--- src/rtl/axi4_rb_sched.sv ---
// Round-robin scheduler between the paired AW/W head and the AR head onto a
// single-port register bank, with one held B and one held R response.
module axi4_rb_sched #(
  parameter int DATA_WIDTH = 32,
  parameter int ADDR_WIDTH = 32,
  parameter int ID_WIDTH   = 4,
  parameter int IDX_WIDTH  = 4,
  parameter int START_ADDR = 0,
  parameter int END_ADDR   = 15
) (
  input  logic                    ACLK,
  input  logic                    ARESET,
  input  logic                    wr_req_valid,
  input  logic [ID_WIDTH-1:0]     wr_req_id,
  input  logic [ADDR_WIDTH-1:0]   wr_req_addr,
  input  logic [DATA_WIDTH-1:0]   wr_req_data,
  input  logic [DATA_WIDTH/8-1:0] wr_req_strb,
  output logic                    wr_req_ready,
  input  logic                    rd_req_valid,
  input  logic [ID_WIDTH-1:0]     rd_req_id,
  input  logic [ADDR_WIDTH-1:0]   rd_req_addr,
  output logic                    rd_req_ready,
  output logic                    bank_en,
  output logic                    bank_we,
  output logic [IDX_WIDTH-1:0]    bank_idx,
  output logic [DATA_WIDTH-1:0]   bank_wdata,
  output logic [DATA_WIDTH/8-1:0] bank_wstrb,
  input  logic [DATA_WIDTH-1:0]   bank_rdata,
  output logic                    b_valid,
  input  logic                    b_ready,
  output logic [ID_WIDTH-1:0]     b_id,
  output logic [1:0]              b_resp,
  output logic                    r_valid,
  input  logic                    r_ready,
  output logic [ID_WIDTH-1:0]     r_id,
  output logic [DATA_WIDTH-1:0]   r_data,
  output logic [1:0]              r_resp,
  output logic [7:0]              err_cnt
);

  localparam int STRB_WIDTH = DATA_WIDTH / 8;
  localparam logic [ADDR_WIDTH-1:0] START_A = ADDR_WIDTH'(START_ADDR);
  localparam logic [ADDR_WIDTH-1:0] SPAN_A  = ADDR_WIDTH'(END_ADDR - START_ADDR);
  localparam logic [1:0] RESP_OKAY   = 2'b00;
  localparam logic [1:0] RESP_DECERR = 2'b11;

  typedef enum logic [1:0] {IDLE, WR, RD, RDW} state_t;

  state_t                  state_reg, state_next;
  logic                    last_rd_reg;
  logic [ID_WIDTH-1:0]     req_id_reg;
  logic [IDX_WIDTH-1:0]    req_idx_reg;
  logic [DATA_WIDTH-1:0]   req_wdata_reg;
  logic [STRB_WIDTH-1:0]   req_wstrb_reg;
  logic                    in_range_reg;
  logic                    b_valid_reg, r_valid_reg;
  logic [ID_WIDTH-1:0]     b_id_reg, r_id_reg;
  logic [1:0]              b_resp_reg, r_resp_reg;
  logic [DATA_WIDTH-1:0]   r_data_reg;
  logic [7:0]              err_cnt_reg;

  logic                    wr_elig, rd_elig;
  logic                    grant_wr, grant_rd;
  logic [ADDR_WIDTH-1:0]   sel_addr, sel_offset;
  logic                    sel_in_range;
  logic                    resp_load, decerr_load;

  // Eligibility uses the pre-handshake valid, so a same-channel request waits a cycle.
  always_comb begin
    wr_elig    = wr_req_valid && !b_valid_reg;
    rd_elig    = rd_req_valid && !r_valid_reg;
    grant_wr   = 1'b0;
    grant_rd   = 1'b0;
    state_next = state_reg;
    case (state_reg)
      IDLE: begin
        if (wr_elig && (!rd_elig || last_rd_reg)) begin
          grant_wr   = 1'b1;
          state_next = WR;
        end else if (rd_elig) begin
          grant_rd   = 1'b1;
          state_next = RD;
        end
      end
      WR:      state_next = IDLE;
      RD:      state_next = RDW;
      RDW:     state_next = IDLE;
      default: state_next = IDLE;
    endcase
  end

  // Offset compare covers both bounds: addresses below START wrap to a large offset.
  assign sel_addr     = grant_wr ? wr_req_addr : rd_req_addr;
  assign sel_offset   = sel_addr - START_A;
  assign sel_in_range = (sel_offset <= SPAN_A);

  always_ff @(posedge ACLK or posedge ARESET) begin
    if (ARESET) begin
      state_reg     <= IDLE;
      last_rd_reg   <= 1'b1;
      req_id_reg    <= '0;
      req_idx_reg   <= '0;
      req_wdata_reg <= '0;
      req_wstrb_reg <= '0;
      in_range_reg  <= 1'b0;
    end else begin
      state_reg <= state_next;
      if (grant_wr || grant_rd) begin
        last_rd_reg  <= grant_rd;
        req_id_reg   <= grant_wr ? wr_req_id : rd_req_id;
        req_idx_reg  <= sel_offset[IDX_WIDTH-1:0];
        in_range_reg <= sel_in_range;
      end
      if (grant_wr) begin
        req_wdata_reg <= wr_req_data;
        req_wstrb_reg <= wr_req_strb;
      end
    end
  end

  assign resp_load   = (state_reg == WR) || (state_reg == RDW);
  assign decerr_load = resp_load && !in_range_reg;

  always_ff @(posedge ACLK or posedge ARESET) begin
    if (ARESET) begin
      b_valid_reg <= 1'b0;
      b_id_reg    <= '0;
      b_resp_reg  <= '0;
      r_valid_reg <= 1'b0;
      r_id_reg    <= '0;
      r_data_reg  <= '0;
      r_resp_reg  <= '0;
      err_cnt_reg <= '0;
    end else begin
      if (state_reg == WR) begin
        b_valid_reg <= 1'b1;
        b_id_reg    <= req_id_reg;
        b_resp_reg  <= in_range_reg ? RESP_OKAY : RESP_DECERR;
      end else if (b_valid_reg && b_ready) begin
        b_valid_reg <= 1'b0;
      end
      if (state_reg == RDW) begin
        r_valid_reg <= 1'b1;
        r_id_reg    <= req_id_reg;
        r_data_reg  <= in_range_reg ? bank_rdata : '0;
        r_resp_reg  <= in_range_reg ? RESP_OKAY : RESP_DECERR;
      end else if (r_valid_reg && r_ready) begin
        r_valid_reg <= 1'b0;
      end
      if (decerr_load && (err_cnt_reg != 8'hFF)) begin
        err_cnt_reg <= err_cnt_reg + 8'd1;
      end
    end
  end

  // Strobe decodes straight from the state register, so reset drops it at once.
  assign bank_en      = in_range_reg && ((state_reg == WR) || (state_reg == RD));
  assign bank_we      = (state_reg == WR);
  assign bank_idx     = req_idx_reg;
  assign bank_wdata   = req_wdata_reg;
  assign bank_wstrb   = req_wstrb_reg;
  assign wr_req_ready = grant_wr;
  assign rd_req_ready = grant_rd;
  assign b_valid      = b_valid_reg;
  assign b_id         = b_id_reg;
  assign b_resp       = b_resp_reg;
  assign r_valid      = r_valid_reg;
  assign r_id         = r_id_reg;
  assign r_data       = r_data_reg;
  assign r_resp       = r_resp_reg;
  assign err_cnt      = err_cnt_reg;

endmodule
--- config.mk ---
export PLATFORM = sky130hd
export DESIGN_NAME = axi4_rb_sched
export DESIGN_NICKNAME = d
export VERILOG_FILES = /design/src/rtl/axi4_rb_sched.sv
export SDC_FILE = /design/constraint.sdc
export NUM_CORES = 1
export LEC_CHECK = 0
export CAP_MARGIN = 40
export CORE_UTILIZATION = 34
export DETAILED_ROUTE_END_ITERATION = 8
export PLACE_DENSITY = 0.73
export SYNTH_ARGS = -nofsm -noshare
export SYNTH_HDL_FRONTEND = slang
export SYNTH_SLANG_ARGS = --single-unit
--- constraint.sdc ---
create_clock -name ACLK -period 2.9 [get_ports ACLK]
set_clock_uncertainty 0.1 [all_clocks]
set_input_delay 0.29 -clock ACLK [delete_from_list [all_inputs] [get_ports ACLK]]
set_output_delay 0.29 -clock ACLK [all_outputs]
set_load 0.1 [all_outputs]
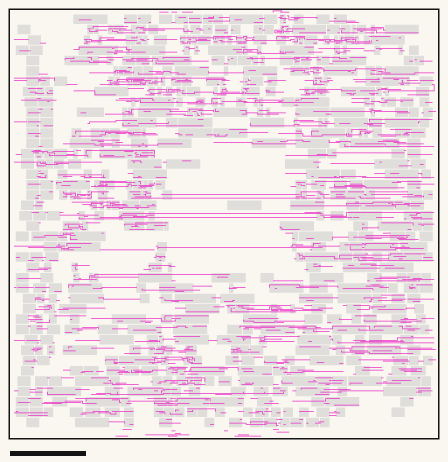
(run_1/layer_met1.png)
The bar under the picture is 20 um long. Cells faint in the background.
share of all routed wire	41%
wire length on this layer	4830 um
GR met1 Demand/Resource: 22.6%
vias post-DR: 3660
overall routed net length: 11700 um

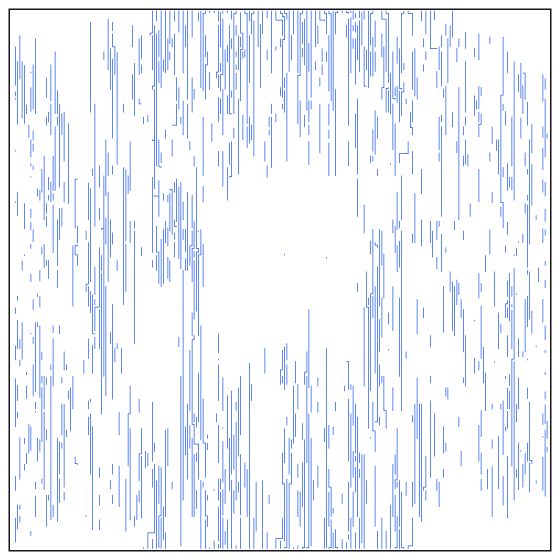
(run_1/layer_met2.png)
nets with wire on the layer	670
share of all routed wire	50%
wire length on this layer	5920 um
longest straight run	47.9 um
main direction	vertical
met2 global-route usage: 33.7%

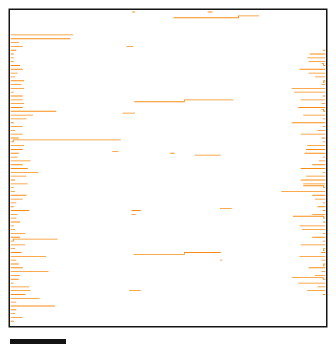
(run_1/layer_met3.png)
The bar under the picture is 20 um long.
wire length on this layer	820 um
longest straight run	38.2 um
met3 Track Usage GR: 4.86%

==> tab_implementation.tex, run 1 <==
% Implementation results table
\begin{tabular}{lr}
\hline
Metric & Value \\
\hline
\multicolumn{2}{l}{\textbf{Outcome}} \\
\quad Run status & finished clean \\
\multicolumn{2}{l}{\textbf{GRT}} \\
\quad GRT Residual Overflow & 0 \\
\quad Global-route wire length before repair & 18800 um \\
\quad Largest net degree at the start of global routing & 101 \\
\quad Vias in the first global route & 3783 \\
\quad Antenna violations before repair & 0 \\
\quad Overall global routing resource usage & 19.0\% \\
\multicolumn{2}{l}{\textbf{Logic synthesis}} \\
\quad Simple-gate share of the synthesized area & 9.87\% \\
\quad Post-synth area from yosys stat & 4160 um\^{}2 \\
\quad And-or/or-and share of the synthesized area & 8.40\% \\
\quad Dominant register cell in the synthesized netlist & dfrtp\_1 \\
\quad Synth Warn \# & 0 \\
\quad Yosys top cell by instances & dfrtp\_1 \\
\quad Cell type with the largest total area after synthesis & dfrtp\_1 \\
\quad Number of enable flip-flop cells & 0 \\
\quad Number of nets at floorplan & 514 \\
\quad Fraction of the mapped netlist area in adder cells & 1.81\% \\
\quad Flop and latch count out of synthesis & 100 \\
\quad Mux share of post-synthesis cell area & 12.7\% \\
\quad Netlist area before placement & 4160 um\^{}2 \\
\quad Leading post-synthesis cells by instance count & 99 x dfrtp\_1, 41 x mux2\_1, 40 x inv\_1, 36 x nand2\_1, 23 x o21ai\_0 \\
\quad XOR/XNOR share of the synthesized area & 1.47\% \\
\quad Distinct cells, synth & 38 \\
\quad Average size of a mapped cell & 11.5 um\^{}2 \\
\quad Async set-reset flop share out of synthesis & 100\% \\
\quad Post-synthesis cell count from yosys & 362 \\
\quad Mapped Cells & 362 \\
\quad Top cell type's share of synthesized area & 59.6\% \\
\quad Main area contributors & dfrtp\_1 60\%, mux2\_1 11\%, inv\_1 3.6\% \\
\quad Part of the Yosys area used for sequential elements & 60.2\% \\
\quad Top logic family & multiplexers \\
\multicolumn{2}{l}{\textbf{Final layout}} \\
\quad ANT cells & 0 \\
\quad Net count reported at finish & 760 \\
\quad Final core area utilization & 57.6\% \\
\quad Layout cell share with drive strength beyond 1 & 21.9\% \\
\quad Count of non-filler cells in the finished layout & 760 \\
\quad Post-synthesis to final-layout area growth & 65.8\% \\
\multicolumn{2}{l}{\textbf{Clock tree}} \\
\quad Clock tree root buffer cell & clkbuf\_16 \\
\quad Total CTS buffers & 9 \\
\quad Setup repair bufs after CTS & 0 \\
\quad Post-cts hold buffer count & 0 \\
\quad Source-to-sink clock delay at the later pin of the worst-skew pair & 0.34 ns \\
\quad Clk sinks & 100 \\
\quad TritonCTS clock tree & done \\
\quad H-tree levels & 3 \\
\quad Clock tree buffer depth & 2 \\
\quad Number of gates resized after CTS & 0 \\
\quad Clock slew seen by the registers of the worst setup and hold paths & 0.06 ns \\
\multicolumn{2}{l}{\textbf{Final timing}} \\
\quad Count of final max-slew check failures & 0 \\
\quad Achievable Freq & 444 MHz \\
\quad Clock period minus worst slack & 2.25 ns \\
\quad Fin Setup TNS & 0 ns \\
\quad Number of failing hold endpoints at the final stage & 0 \\
\quad Smallest hold slack & 0.372 ns \\
\quad RSZ-0062 raised after global routing & no \\
\quad Fin worst setup slack & 0.648 ns \\
\quad Worst relative slew slack & 65.0\% \\
\quad Worst Tran Pin Value & 0.524 ns \\
\quad Post-layout period usage of the worst path & 77.7\% \\
\quad Final-report setup violation count & 0 \\
\multicolumn{2}{l}{\textbf{Place}} \\
\quad Tally of buffers added on design ports & 243 \\
\quad Global placer's final weighted congestion & 0.770 \\
\quad Pre-CTS worst setup slack & 0.454 ns \\
\quad Cell count after placement & 744 \\
\quad Post-detail-place hpwl & 8950 um \\
\multicolumn{2}{l}{\textbf{Worst setup path}} \\
\quad Slowest-stage cell, CP & dfrtp\_1 \\
\quad Largest incremental delay on the critical path & 0.40 ns \\
\quad Largest fanout on the critical path & 16 \\
\quad Critical Path Sink Type & primary output \\
\quad Classification of the worst setup path & flop to primary output \\
\quad Cells along the critical path & inv\_1 -> ha\_1 -> nor3b\_4 -> buf\_8 -> buf\_12 \\
\quad Worst setup SP type & flop \\
\quad Crit path arrival time & 1.86 ns \\
\quad Capturing point of the worst reg2reg path & bank\_wdata[14]\$\_DFFE\_PP0N\_ \\
\quad Reg-to-Reg Start & state\_reg[0]\$\_DFFE\_PP0P\_ \\
\quad Worst Reg2Reg Path Length in Cells & 6 \\
\quad Reg2Reg Setup Slack & 0.67 ns \\
\quad Required time reported for the critical path endpoint & 2.51 ns \\
\multicolumn{2}{l}{\textbf{Route}} \\
\quad TritonRoute pass-1 iters & 4 \\
\quad Iter 0 DRT Violations & 169 \\
\quad Post-DR wirelength/cell & 15.4 um \\
\quad Via-to-Cell Ratio & 4.82 \\
\quad Remaining DRCs & 0 \\
\quad Number of nets with antenna violations after routing & 0 \\
\multicolumn{2}{l}{\textbf{Floorplan}} \\
\quad Vert. Die Dim & 113 um \\
\quad Area of the placeable core & 12000 um\^{}2 \\
\quad Die outline area & 12700 um\^{}2 \\
\quad Total I/O pin count & 244 \\
\quad Number of placement rows & 40 \\
\quad Floorplan-stage core utilization & 34.8\% \\
\quad X dimension of the die & 113 um \\
\multicolumn{2}{l}{\textbf{Hold path}} \\
\quad Class of the tightest hold or removal check & input port to asynchronous set/reset pin \\
\multicolumn{2}{l}{\textbf{Run}} \\
\quad Tool warnings & 32 \\
\quad Number of violations of the max-capacitance limit & 0 \\
\hline
\end{tabular}
## run 1: critical path: cells and delay by family (launching register included)
family / cells / cell delay, ns
flip-flops: 1 / 0.40
adder cells (fa/ha/maj): 1 / 0.20
AND/OR/NAND/NOR: 1 / 0.36
buffers and inverters: 3 / 0.57
## run 1: worst max-delay path by stage
stage	endpoint	from	cells after the start	slack (ns)
final	wr_req_ready	state_reg[0]$_DFFE_PP0P_	5	0.65
after global routing	rd_req_ready	rd_req_valid	5	0.52
after CTS	wr_req_ready	state_reg[0]$_DFFE_PP0P_	5	0.62
after detailed placement	bank_wdata[19]$_DFFE_PP0N_	rd_req_valid	6	0.45
after global placement	bank_wdata[21]$_DFFE_PP0N_	rd_req_valid	5	0.03
after floorplan	err_cnt[5]$_DFFE_PP0P_	state_reg[1]$_DFFE_PP0P_	7	0.27
## run 1: through the flow
step	instance area [um^2]
floorplan	4160
global route	6890
CTS	6890
detailed placement	6580
finish	6890
global placement	6570
## run 1: layer usage
metal	vias up	GRT usage (%)	wire length (um)
met5	-	0	0
met4	0	5.87	160
met3	13	4.86	820
met2	161	33.7	5920
met1	1772	22.6	4830
li1	1714	-	-
## run 1: cells by family (layout without fill, tap and decap cells)
logic type                 count (synthesis)  after routing
adders and majority gates                  6              6
AOI/OAI and AO/OA                         62             62
muxes                                     47             47
and+or+nand+nor                           82             82
DFF                                      100            100
xor gates and xnor gates                   7              7
buffers and inverters                     58            309
## run 1: area by class of cell
type	count	area, um^2
Clock buffer	13	270
Multi-Input combinational cell	204	1430
Sequential cell	100	2500
Clock inverter	3	43.8
Fill cell	1028	5070
Timing Repair Buffer	253	2310
Inverter	40	154
Tap cell	147	184
## run 1: cell usage in the layout, fill, tap and decap left out, types with 2 or more instances in the layout
cell and instances:
and4_1 2, xnor2_1 5, a21oi_1 12, inv_1 39, nor4_1 13, mux2_1 41, ha_1 6, buf_4 104
xor2_1 2, o21ai_1 11, nand4_1 3, clkbuf_16 9, and2_1 2, nor2_1 10, clkdlybuf4s50_1 145, a21o_1 2
o21ai_0 23, mux2i_1 2, o22ai_1 8, clkbuf_8 3, nand3_1 4, nand2b_1 2, dfrtp_1 99, or4_1 2
and3_1 2, nand2_1 36, buf_12 3, mux2_2 4
==> run_1/clocks.png <==
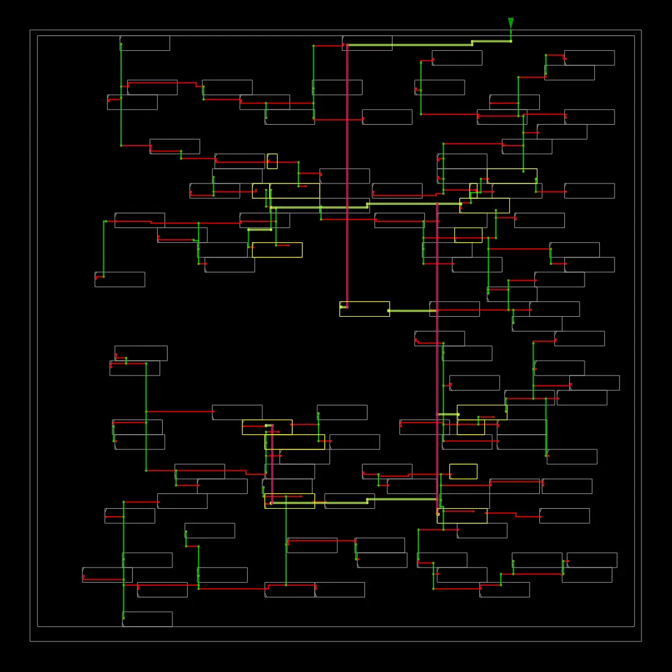

==> run 2: changes to the inputs <==
--- a/config.mk
+++ b/config.mk
@@ -6,9 +6,9 @@
 export NUM_CORES = 1
 export LEC_CHECK = 0
 export CAP_MARGIN = 40
-export CORE_UTILIZATION = 34
+export CORE_UTILIZATION = 38
 export DETAILED_ROUTE_END_ITERATION = 8
-export PLACE_DENSITY = 0.73
+export PLACE_DENSITY = 0.78
 export SYNTH_ARGS = -nofsm -noshare
 export SYNTH_HDL_FRONTEND = slang
 export SYNTH_SLANG_ARGS = --single-unit
==> constraint.sdc (replaced) <==
create_clock -name ACLK -period 2.3 [get_ports ACLK]
set_clock_uncertainty 0.1 [all_clocks]
set_input_delay 0.23 -clock ACLK [delete_from_list [all_inputs] [get_ports ACLK]]
set_output_delay 0.23 -clock ACLK [all_outputs]
set_load 0.1 [all_outputs]
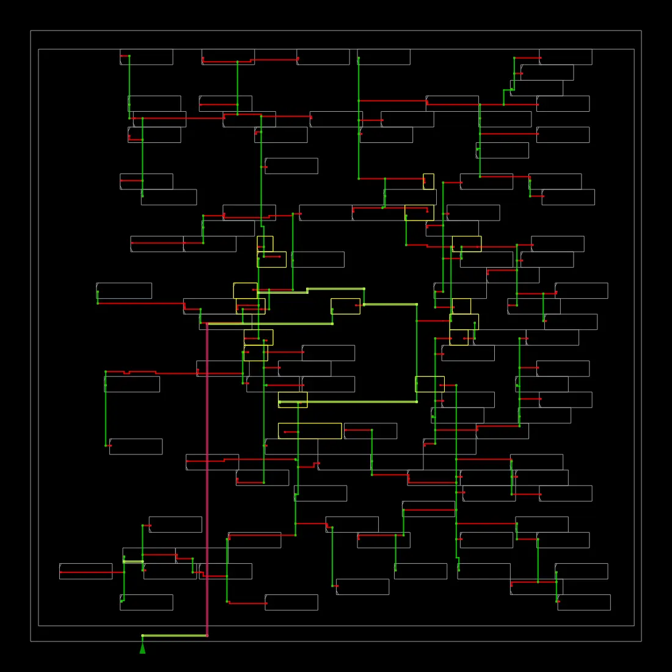
(run_2/clocks.png)
number of sequential cells: 100
source-to-sink clock delay at the later pin of the worst-skew pair: 0.35 ns
total CTS buffers: 9
count of clock buffers in the final design: 9

==> tab_implementation.tex, run 2 <==
% Implementation results table
\begin{tabular}{lr}
\hline
Metric & Value \\
\hline
\multicolumn{2}{l}{\textbf{Logic synthesis}} \\
\quad Number of enable flip-flop cells & 0 (unchanged) \\
\quad Mapped Cells & 362 (unchanged) \\
\quad Average size of a mapped cell & 11.5 um\^{}2 (unchanged) \\
\quad Leading post-synthesis cells by instance count & 99 x dfrtp\_1, 41 x mux2\_1, 40 x inv\_1, 36 x nand2\_1, 23 x o21ai\_0 \\
\quad Post-synth area from yosys stat & 4160 um\^{}2 (unchanged) \\
\quad Netlist area before placement & 4160 um\^{}2 (unchanged) \\
\quad Flop and latch count out of synthesis & 100 (unchanged) \\
\quad Async set-reset flop share out of synthesis & 100\% (unchanged) \\
\quad Main area contributors & dfrtp\_1 60\%, mux2\_1 11\%, inv\_1 3.6\% \\
\quad Dominant register cell in the synthesized netlist & dfrtp\_1 \\
\quad Part of the Yosys area used for sequential elements & 60.2\% (unchanged) \\
\quad Number of nets at floorplan & 514 (unchanged) \\
\quad Post-synthesis cell count from yosys & 362 (unchanged) \\
\quad Distinct cells, synth & 38 (unchanged) \\
\quad Yosys top cell by instances & dfrtp\_1 \\
\quad Synth Warn \# & 0 (unchanged) \\
\quad Cell type with the largest total area after synthesis & dfrtp\_1 \\
\quad Top cell type's share of synthesized area & 59.6\% (unchanged) \\
\multicolumn{2}{l}{\textbf{Clock tree}} \\
\quad Clk sinks & 100 (unchanged) \\
\quad Setup repair bufs after CTS & 0 (unchanged) \\
\quad Clock tree buffer depth & 2 (unchanged) \\
\quad Post-cts hold buffer count & 0 (unchanged) \\
\quad Clock slew seen by the registers of the worst setup and hold paths & 0.10 ns (+0.04 ns) \\
\quad Number of gates resized after CTS & 0 (unchanged) \\
\quad Clock tree root buffer cell & clkbuf\_8 \\
\quad TritonCTS clock tree & done \\
\quad H-tree levels & 3 (unchanged) \\
\multicolumn{2}{l}{\textbf{Final layout}} \\
\quad Final core area utilization & 65.3\% (+7.7 points) \\
\quad Top cell excl fill/tap & clkdlybuf4s50\_1 \\
\quad Top cells excl fill/tap & 145 x clkdlybuf4s50\_1, 99 x buf\_4, 97 x dfrtp\_1 \\
\quad ANT cells & 0 (unchanged) \\
\quad Post-synthesis to final-layout area growth & 64.4\% \\
\quad Net count reported at finish & 759 (-0.13\%) \\
\quad Layout cell share with drive strength beyond 1 & 22.4\% (+0.53 points) \\
\quad Count of filler cells inserted in the layout & 849 (-17\%) \\
\multicolumn{2}{l}{\textbf{Worst setup path}} \\
\quad Required time reported for the critical path endpoint & 1.97 ns (-0.54 ns) \\
\quad Slowest-stage cell, CP & dfrtp\_1 \\
\quad Cells along the critical path & inv\_1 -> ha\_1 -> nor3b\_4 -> buf\_12 -> buf\_12 \\
\quad Reg2Reg Setup Slack & 0.32 ns (-0.35 ns) \\
\quad Classification of the worst setup path & flop to primary output \\
\quad Cell occurring most often along the worst timing path & buf\_12 \\
\quad Worst setup SP type & flop \\
\quad Capturing point of the worst reg2reg path & bank\_wdata[0]\$\_DFFE\_PP0N\_ \\
\quad Crit path max-delay family & buffers and inverters \\
\quad Worst path bufs/invs & 3 (unchanged) \\
\quad Critical Path Sink Type & primary output \\
\quad Largest fanout on the critical path & 20 (+4) \\
\quad Largest incremental delay on the critical path & 0.44 ns (+0.04 ns) \\
\quad Crit path arrival time & 1.81 ns (-0.05 ns) \\
\quad Reg-to-Reg Start & state\_reg[1]\$\_DFFE\_PP0P\_ \\
\quad Worst Reg2Reg Path Length in Cells & 6 (unchanged) \\
\multicolumn{2}{l}{\textbf{Final timing}} \\
\quad Post-layout period usage of the worst path & 93.1\% \\
\quad Worst relative slew slack & 53.4\% (-12 points) \\
\quad Worst Tran Pin Value & 0.695 ns (+0.171 ns) \\
\quad Fin worst setup slack & 0.158 ns (-0.490 ns) \\
\quad Achievable Freq & 467 MHz \\
\quad Count of final max-slew check failures & 0 (unchanged) \\
\quad Fin Setup TNS & 0 ns (unchanged) \\
\quad Number of failing hold endpoints at the final stage & 0 (unchanged) \\
\quad RSZ-0062 raised after global routing & no \\
\quad Final-report setup violation count & 0 (unchanged) \\
\quad Clock period minus worst slack & 2.14 ns \\
\multicolumn{2}{l}{\textbf{Run}} \\
\quad Number of violations of the max-capacitance limit & 0 (unchanged) \\
\quad Tool warnings & 32 (unchanged) \\
\multicolumn{2}{l}{\textbf{Route}} \\
\quad TritonRoute pass-1 iters & 4 (unchanged) \\
\quad Remaining DRCs & 0 (unchanged) \\
\quad Iter 0 DRT Violations & 204 (+21\%) \\
\quad Post-DR wirelength/cell & 15.9 um (+2.9\%) \\
\quad Number of nets with antenna violations after routing & 0 (unchanged) \\
\quad Via-to-Cell Ratio & 4.83 (+0.38\%) \\
\multicolumn{2}{l}{\textbf{Outcome}} \\
\quad Run status & finished clean \\
\multicolumn{2}{l}{\textbf{GRT}} \\
\quad Largest net degree at the start of global routing & 101 (unchanged) \\
\quad Global-route wire length before repair & 18000 um (-4.4\%) \\
\quad Vias in the first global route & 3645 (-3.6\%) \\
\quad GRT Residual Overflow & 0 (unchanged) \\
\quad Antenna violations before repair & 0 (unchanged) \\
\quad Overall global routing resource usage & 20.5\% (+1.4 points) \\
\multicolumn{2}{l}{\textbf{Floorplan}} \\
\quad Number of placement rows & 37 (-7.5\%) \\
\quad Floorplan-stage core utilization & 39.7\% (+5.0 points) \\
\quad Total I/O pin count & 244 (unchanged) \\
\quad Area of the placeable core & 10500 um\^{}2 (-13\%) \\
\quad X dimension of the die & 107 um (-5.3\%) \\
\quad Die outline area & 11400 um\^{}2 (-10\%) \\
\quad Vert. Die Dim & 107 um (-5.3\%) \\
\multicolumn{2}{l}{\textbf{Place}} \\
\quad Tally of buffers added on design ports & 243 (unchanged) \\
\quad Global placer's final weighted congestion & 0.739 (-4.0\%) \\
\quad Post-detail-place hpwl & 9010 um (+0.62\%) \\
\quad Pre-CTS worst setup slack & 0.140 ns (-0.313 ns) \\
\multicolumn{2}{l}{\textbf{Hold path}} \\
\quad Class of the tightest hold or removal check & input port to asynchronous set/reset pin \\
\hline
\end{tabular}
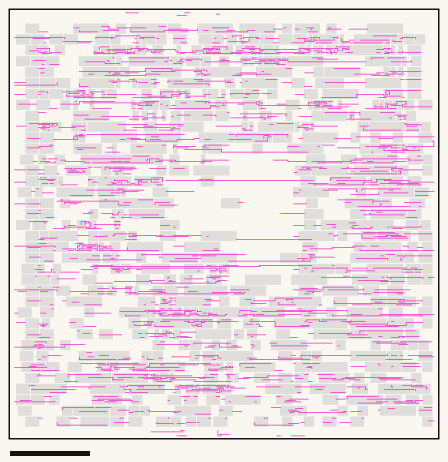
(run_2/layer_met1.png)
The bar under the picture is 20 um long. Cells faint in the background.
vias post-DR: 3616
GR met1 Demand/Resource: 23.4%
overall routed net length: 11900 um

run 2: cell types whose count changed in the layout (fill, tap and decap cells not counted), moves of 3 or more:
cell | previous run | this run
buf_4 | 104 | 99
buf_12 | 3 | 6
clkbuf_16 | 9 | 1
clkbuf_8 | 3 | 9
run 2: worst register-to-register path, cell delays in order (launching register included):
cell	delay [ns]
dfrtp_1	0.44
inv_1	0.15
ha_1	0.22
nor3b_4	0.26
buf_4	0.17
clkbuf_16	0.19
mux2_1	0.36
run 2: worst max-delay path by stage:
stage / start / end / slack [ns] / depth (start not counted)
floorplan: b_valid$_DFFE_PP0P_ / rd_req_ready / 0.02 / 4
global placement: rd_req_valid / bank_wdata[26]$_DFFE_PP0N_ / 0.21 / 6
detailed placement: rd_req_valid / bank_wdata[0]$_DFFE_PP0N_ / 0.14 / 6
CTS: state_reg[1]$_DFFE_PP0P_ / wr_req_ready / 0.05 / 5
global route: state_reg[1]$_DFFE_PP0P_ / wr_req_ready / 0.06 / 5
finish: state_reg[1]$_DFFE_PP0P_ / wr_req_ready / 0.16 / 5
run 2: stage by stage:
step	cell area (um^2)	hold WS (ns)	instances
after floorplan	4180	0.247	362
after global placement	6580	0.369	729
after detailed placement	6600	0.376	730
after CTS	6800	0.296	746
after global routing	6840	0.302	748
final	6840	0.254	748
run 2: cells by family after synthesis:
group                      count (synthesis)  synth area share [%]
DFF                                      100                  60.2
and+or+nand+nor                           82                  9.87
AOI/OAI and AO/OA                         62                  8.40
buffers and inverters                     58                  5.57
muxes                                     47                  12.7
xor gates and xnor gates                   7                  1.47
adders and majority gates                  6                  1.81
run 2: per-layer routing:
layer	global-route usage [%]	up-vias	share of wire (%)
li1	-	1708	-
met1	23.4	1722	38
met2	37.3	174	53
met3	4.92	12	7.7
met4	6.75	0	1.6
met5	0	-	0
run 2: area by class of cell:
cell class / instances / area (um^2) / area share, %
multi-input combinational: 204 / 1440 / 21.1
clock buffer: 9 / 124 / 1.81
tap: 136 / 170 / 2.49
sequential: 100 / 2510 / 36.7
inverter: 40 / 154 / 2.25
clock inverter: 7 / 82.6 / 1.21
timing repair buffer: 252 / 2350 / 34.4
==> run_2/layer_met2.png <==
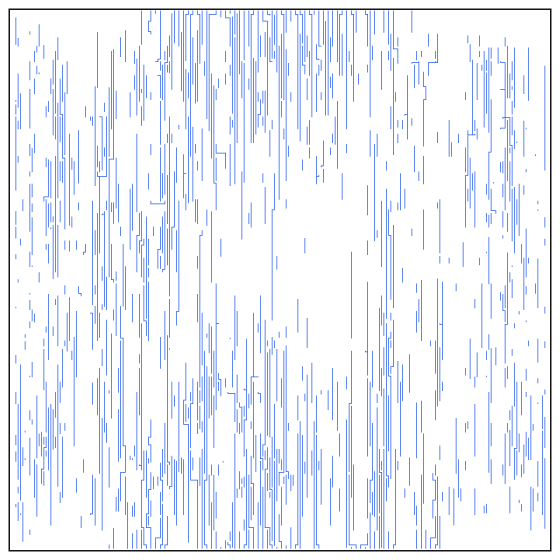

==> run 3: changes to the inputs <==
--- a/config.mk
+++ b/config.mk
@@ -6,6 +6,7 @@
 export NUM_CORES = 1
 export LEC_CHECK = 0
 export CAP_MARGIN = 40
+export CORE_MARGIN = 2
 export CORE_UTILIZATION = 38
 export DETAILED_ROUTE_END_ITERATION = 8
 export PLACE_DENSITY = 0.78
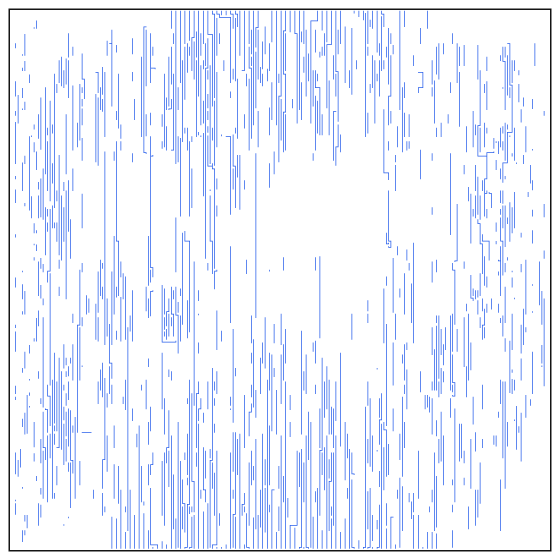
(run_3/layer_met2.png)
vias post-DR: 3702
met2 global-route usage: 35.0%

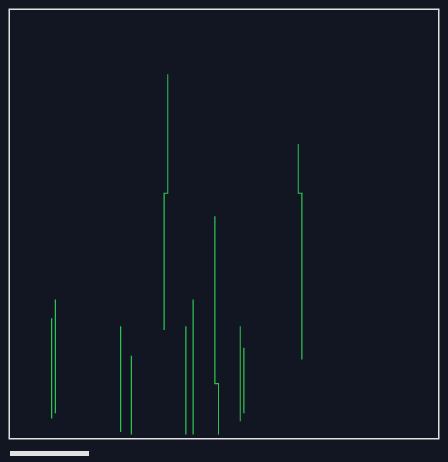
(run_3/layer_met4.png)
The bar under the picture is 20 um long.
longest straight run	42.3 um
main direction	vertical
wire length on this layer	378 um
nets with wire on the layer	10
share of all routed wire	3.2%
overall routed net length: 11900 um

==> tab_implementation.tex, run 3 <==
% Implementation results table
\begin{tabular}{lr}
\hline
Metric & Value \\
\hline
\multicolumn{2}{l}{\textbf{Logic synthesis}} \\
\quad Main area contributors & dfrtp\_1 60\%, mux2\_1 11\%, inv\_1 3.6\% \\
\quad Synth Warn \# & 0 (unchanged) \\
\quad Leading post-synthesis cells by instance count & 99 x dfrtp\_1, 41 x mux2\_1, 40 x inv\_1, 36 x nand2\_1, 23 x o21ai\_0 \\
\quad Mapped Cells & 362 (unchanged) \\
\quad Netlist area before placement & 4160 um\^{}2 (unchanged) \\
\quad Part of the Yosys area used for sequential elements & 60.2\% (unchanged) \\
\quad Async set-reset flop share out of synthesis & 100\% (unchanged) \\
\quad Yosys top cell by instances & dfrtp\_1 \\
\quad Post-synth area from yosys stat & 4160 um\^{}2 (unchanged) \\
\quad Post-synthesis cell count from yosys & 362 (unchanged) \\
\quad Number of enable flip-flop cells & 0 (unchanged) \\
\quad Distinct cells, synth & 38 (unchanged) \\
\quad Dominant register cell in the synthesized netlist & dfrtp\_1 \\
\quad Number of nets at floorplan & 514 (unchanged) \\
\quad Top cell type's share of synthesized area & 59.6\% (unchanged) \\
\quad Cell type with the largest total area after synthesis & dfrtp\_1 \\
\quad Average size of a mapped cell & 11.5 um\^{}2 (unchanged) \\
\quad Flop and latch count out of synthesis & 100 (unchanged) \\
\multicolumn{2}{l}{\textbf{Run}} \\
\quad Number of violations of the max-capacitance limit & 0 (unchanged) \\
\quad Tool warnings & 30 (-6.3\%) \\
\multicolumn{2}{l}{\textbf{GRT}} \\
\quad GRT Residual Overflow & 0 (unchanged) \\
\quad Largest net degree at the start of global routing & 46 (-54\%) \\
\quad Overall global routing resource usage & 20.0\% (-0.43 points) \\
\quad Antenna violations before repair & 0 (unchanged) \\
\quad Global-route wire length before repair & 17900 um (-0.27\%) \\
\quad Vias in the first global route & 3761 (+3.2\%) \\
\multicolumn{2}{l}{\textbf{Final timing}} \\
\quad Number of failing hold endpoints at the final stage & 0 (unchanged) \\
\quad Count of final max-slew check failures & 0 (unchanged) \\
\quad Worst relative slew slack & 68.6\% (+15 points) \\
\quad Fin Setup TNS & 0 ns (unchanged) \\
\quad Clock period minus worst slack & 2.20 ns (+0.0556 ns) \\
\quad Achievable Freq & 455 MHz (-2.5\%) \\
\quad Post-layout period usage of the worst path & 95.6\% (+2.4 points) \\
\quad Worst Tran Pin Value & 0.467 ns (-0.228 ns) \\
\quad Final-report setup violation count & 0 (unchanged) \\
\quad Smallest hold slack & 0.112 ns (-0.142 ns) \\
\multicolumn{2}{l}{\textbf{Final layout}} \\
\quad Post-synthesis to final-layout area growth & 65.6\% \\
\quad Top cells excl fill/tap & 145 x clkdlybuf4s50\_1, 101 x buf\_4, 97 x dfrtp\_1 \\
\quad Combinational gate area & 1450 um\^{}2 (+0.17\%) \\
\quad Top cell excl fill/tap & clkdlybuf4s50\_1 \\
\quad Layout cell share with drive strength beyond 1 & 22.9\% (+0.50 points) \\
\quad FF+latch area & 2510 um\^{}2 (unchanged) \\
\quad ANT cells & 0 (unchanged) \\
\quad Count of filler cells inserted in the layout & 883 (+4.0\%) \\
\quad Net count reported at finish & 763 (+0.53\%) \\
\multicolumn{2}{l}{\textbf{Clock tree}} \\
\quad Total CTS buffers & 9 (unchanged) \\
\quad Clock tree buffer depth & 2 (unchanged) \\
\quad H-tree levels & 3 (unchanged) \\
\quad Clock tree root buffer cell & clkbuf\_8 \\
\quad Clk sinks & 100 (unchanged) \\
\quad Clock slew seen by the registers of the worst setup and hold paths & 0.09 ns (about the same) \\
\quad Source-to-sink clock delay at the later pin of the worst-skew pair & 0.36 ns (about the same) \\
\quad TritonCTS clock tree & done \\
\quad Post-cts hold buffer count & 0 (unchanged) \\
\multicolumn{2}{l}{\textbf{Floorplan}} \\
\quad Vert. Die Dim & 109 um (+1.9\%) \\
\quad Area of the placeable core & 10700 um\^{}2 (+2.7\%) \\
\quad X dimension of the die & 109 um (+1.9\%) \\
\quad Number of placement rows & 38 (+2.7\%) \\
\quad Total I/O pin count & 244 (unchanged) \\
\quad Die outline area & 11800 um\^{}2 (+3.8\%) \\
\quad Floorplan-stage core utilization & 38.7\% (-1.0 points) \\
\multicolumn{2}{l}{\textbf{Route}} \\
\quad Remaining DRCs & 0 (unchanged) \\
\quad Met3 wire len & 720 um (-21\%) \\
\quad Highest layer used for signal routing & met4 \\
\quad Post-DR wirelength/cell & 15.7 um (-0.87\%) \\
\quad TritonRoute pass-1 iters & 5 (+1) \\
\quad Wire length on met1 & 4720 um (+4.6\%) \\
\quad Number of nets with antenna violations after routing & 0 (unchanged) \\
\quad Total length of routed met2 wires & 6080 um (-2.9\%) \\
\quad Via-to-Cell Ratio & 4.90 (+1.3\%) \\
\quad Iter 0 DRT Violations & 178 (-13\%) \\
\multicolumn{2}{l}{\textbf{Worst setup path}} \\
\quad Critical Path Sink Type & primary output \\
\quad Largest fanout on the critical path & 10 (-50\%) \\
\quad Crit path arrival time & 1.87 ns (+0.06 ns) \\
\quad Required time reported for the critical path endpoint & 1.97 ns (about the same) \\
\quad Classification of the worst setup path & flop to primary output \\
\quad Worst setup SP type & flop \\
\multicolumn{2}{l}{\textbf{Place}} \\
\quad Global placer's final weighted congestion & 0.780 (+5.5\%) \\
\quad Post-detail-place hpwl & 9150 um (+1.6\%) \\
\quad Tally of buffers added on design ports & 243 (unchanged) \\
\multicolumn{2}{l}{\textbf{Outcome}} \\
\quad Run status & finished clean \\
\multicolumn{2}{l}{\textbf{Hold path}} \\
\quad Class of the tightest hold or removal check & input port to asynchronous set/reset pin \\
\hline
\end{tabular}
==> run 3: cell counts after synthesis <==
No cell type changed its count.
==> run 3: kinds of logic (layout without fill, tap and decap cells) <==
logic type,after synthesis,after routing,synth area share (%)
flip-flops,100,100,60.2
AND-OR/OR-AND,62,62,8.40
adder cells (fa/ha/maj),6,6,1.81
AND/OR/NAND/NOR,82,82,9.87
multiplexers,47,47,12.7
XOR/XNOR,7,7,1.47
buffers and inverters,58,312,5.57
==> run 3: worst paths after layout <==
path / from / end / slack (ns) / cells after the start
worst max-delay path: state_reg[0]$_DFFE_PP0P_ / wr_req_ready / 0.10 / 5
worst min-delay path: ARESET / err_cnt[1]$_DFFE_PP0P_ / 0.11 / 2
worst max register to register: state_reg[0]$_DFFE_PP0P_ / bank_wdata[25]$_DFFE_PP0N_ / 0.15 / 6
worst min register to register: r_id[1]$_DFFE_PP0P_ / r_id[1]$_DFFE_PP0P_ / 0.39 / 1
max in group asynchronous: ARESET / last_rd_reg$_DFFE_PP1P_ / 1.40 / 3
min in group ACLK: bank_rdata[17] / r_data[17]$_DFFE_PP0P_ / 0.31 / 3
==> run 3: metrics by stage <==
step	instances	worst slack (ns)	utilization, %	instance area (um^2)
2_1_floorplan	362	0.0177	-	4180
3_3_place_gp	735	0.284	61.6	6610
3_5_place_dp	736	0.224	61.7	6630
4_1_cts	754	0.0150	63.7	6850
5_1_grt	756	-0.0157	64.1	6880
6_report	756	0.102	64.1	6880
==> run 3: final cells by class <==
type / count / share of cell area (%)
Sequential cell: 100 / 36.4
Timing Repair Buffer: 256 / 35.2
Multi-Input combinational cell: 204 / 21.0
Tap cell: 140 / 2.54
Clock buffer: 13 / 2.31
Inverter: 40 / 2.24
Clock inverter: 3 / 0.309
==> run 3: layer usage <==
| layer | up-vias | global-route usage [%] |
|---|---|---|
| met2 | 168 | 35.0 |
| met4 | 0 | 10.3 |
| met1 | 1785 | 23.9 |
| li1 | 1722 | - |
| met3 | 27 | 2.89 |
| met5 | - | 0 |
==> run 3: worst max-delay path, stage by stage (launching register included) <==
cell and delay, ns:
dfrtp_1 0.44, inv_1 0.16, ha_2 0.26, nor3b_4 0.28, buf_12 0.19, buf_12 0.18
==> run 3: timing repair <==
item,CTS,global route
endpoints found under the hold margin,0,0
cloned,1,1
gates resized,0,2
endpoints found under the setup margin,1,2
buffers inserted,1,1
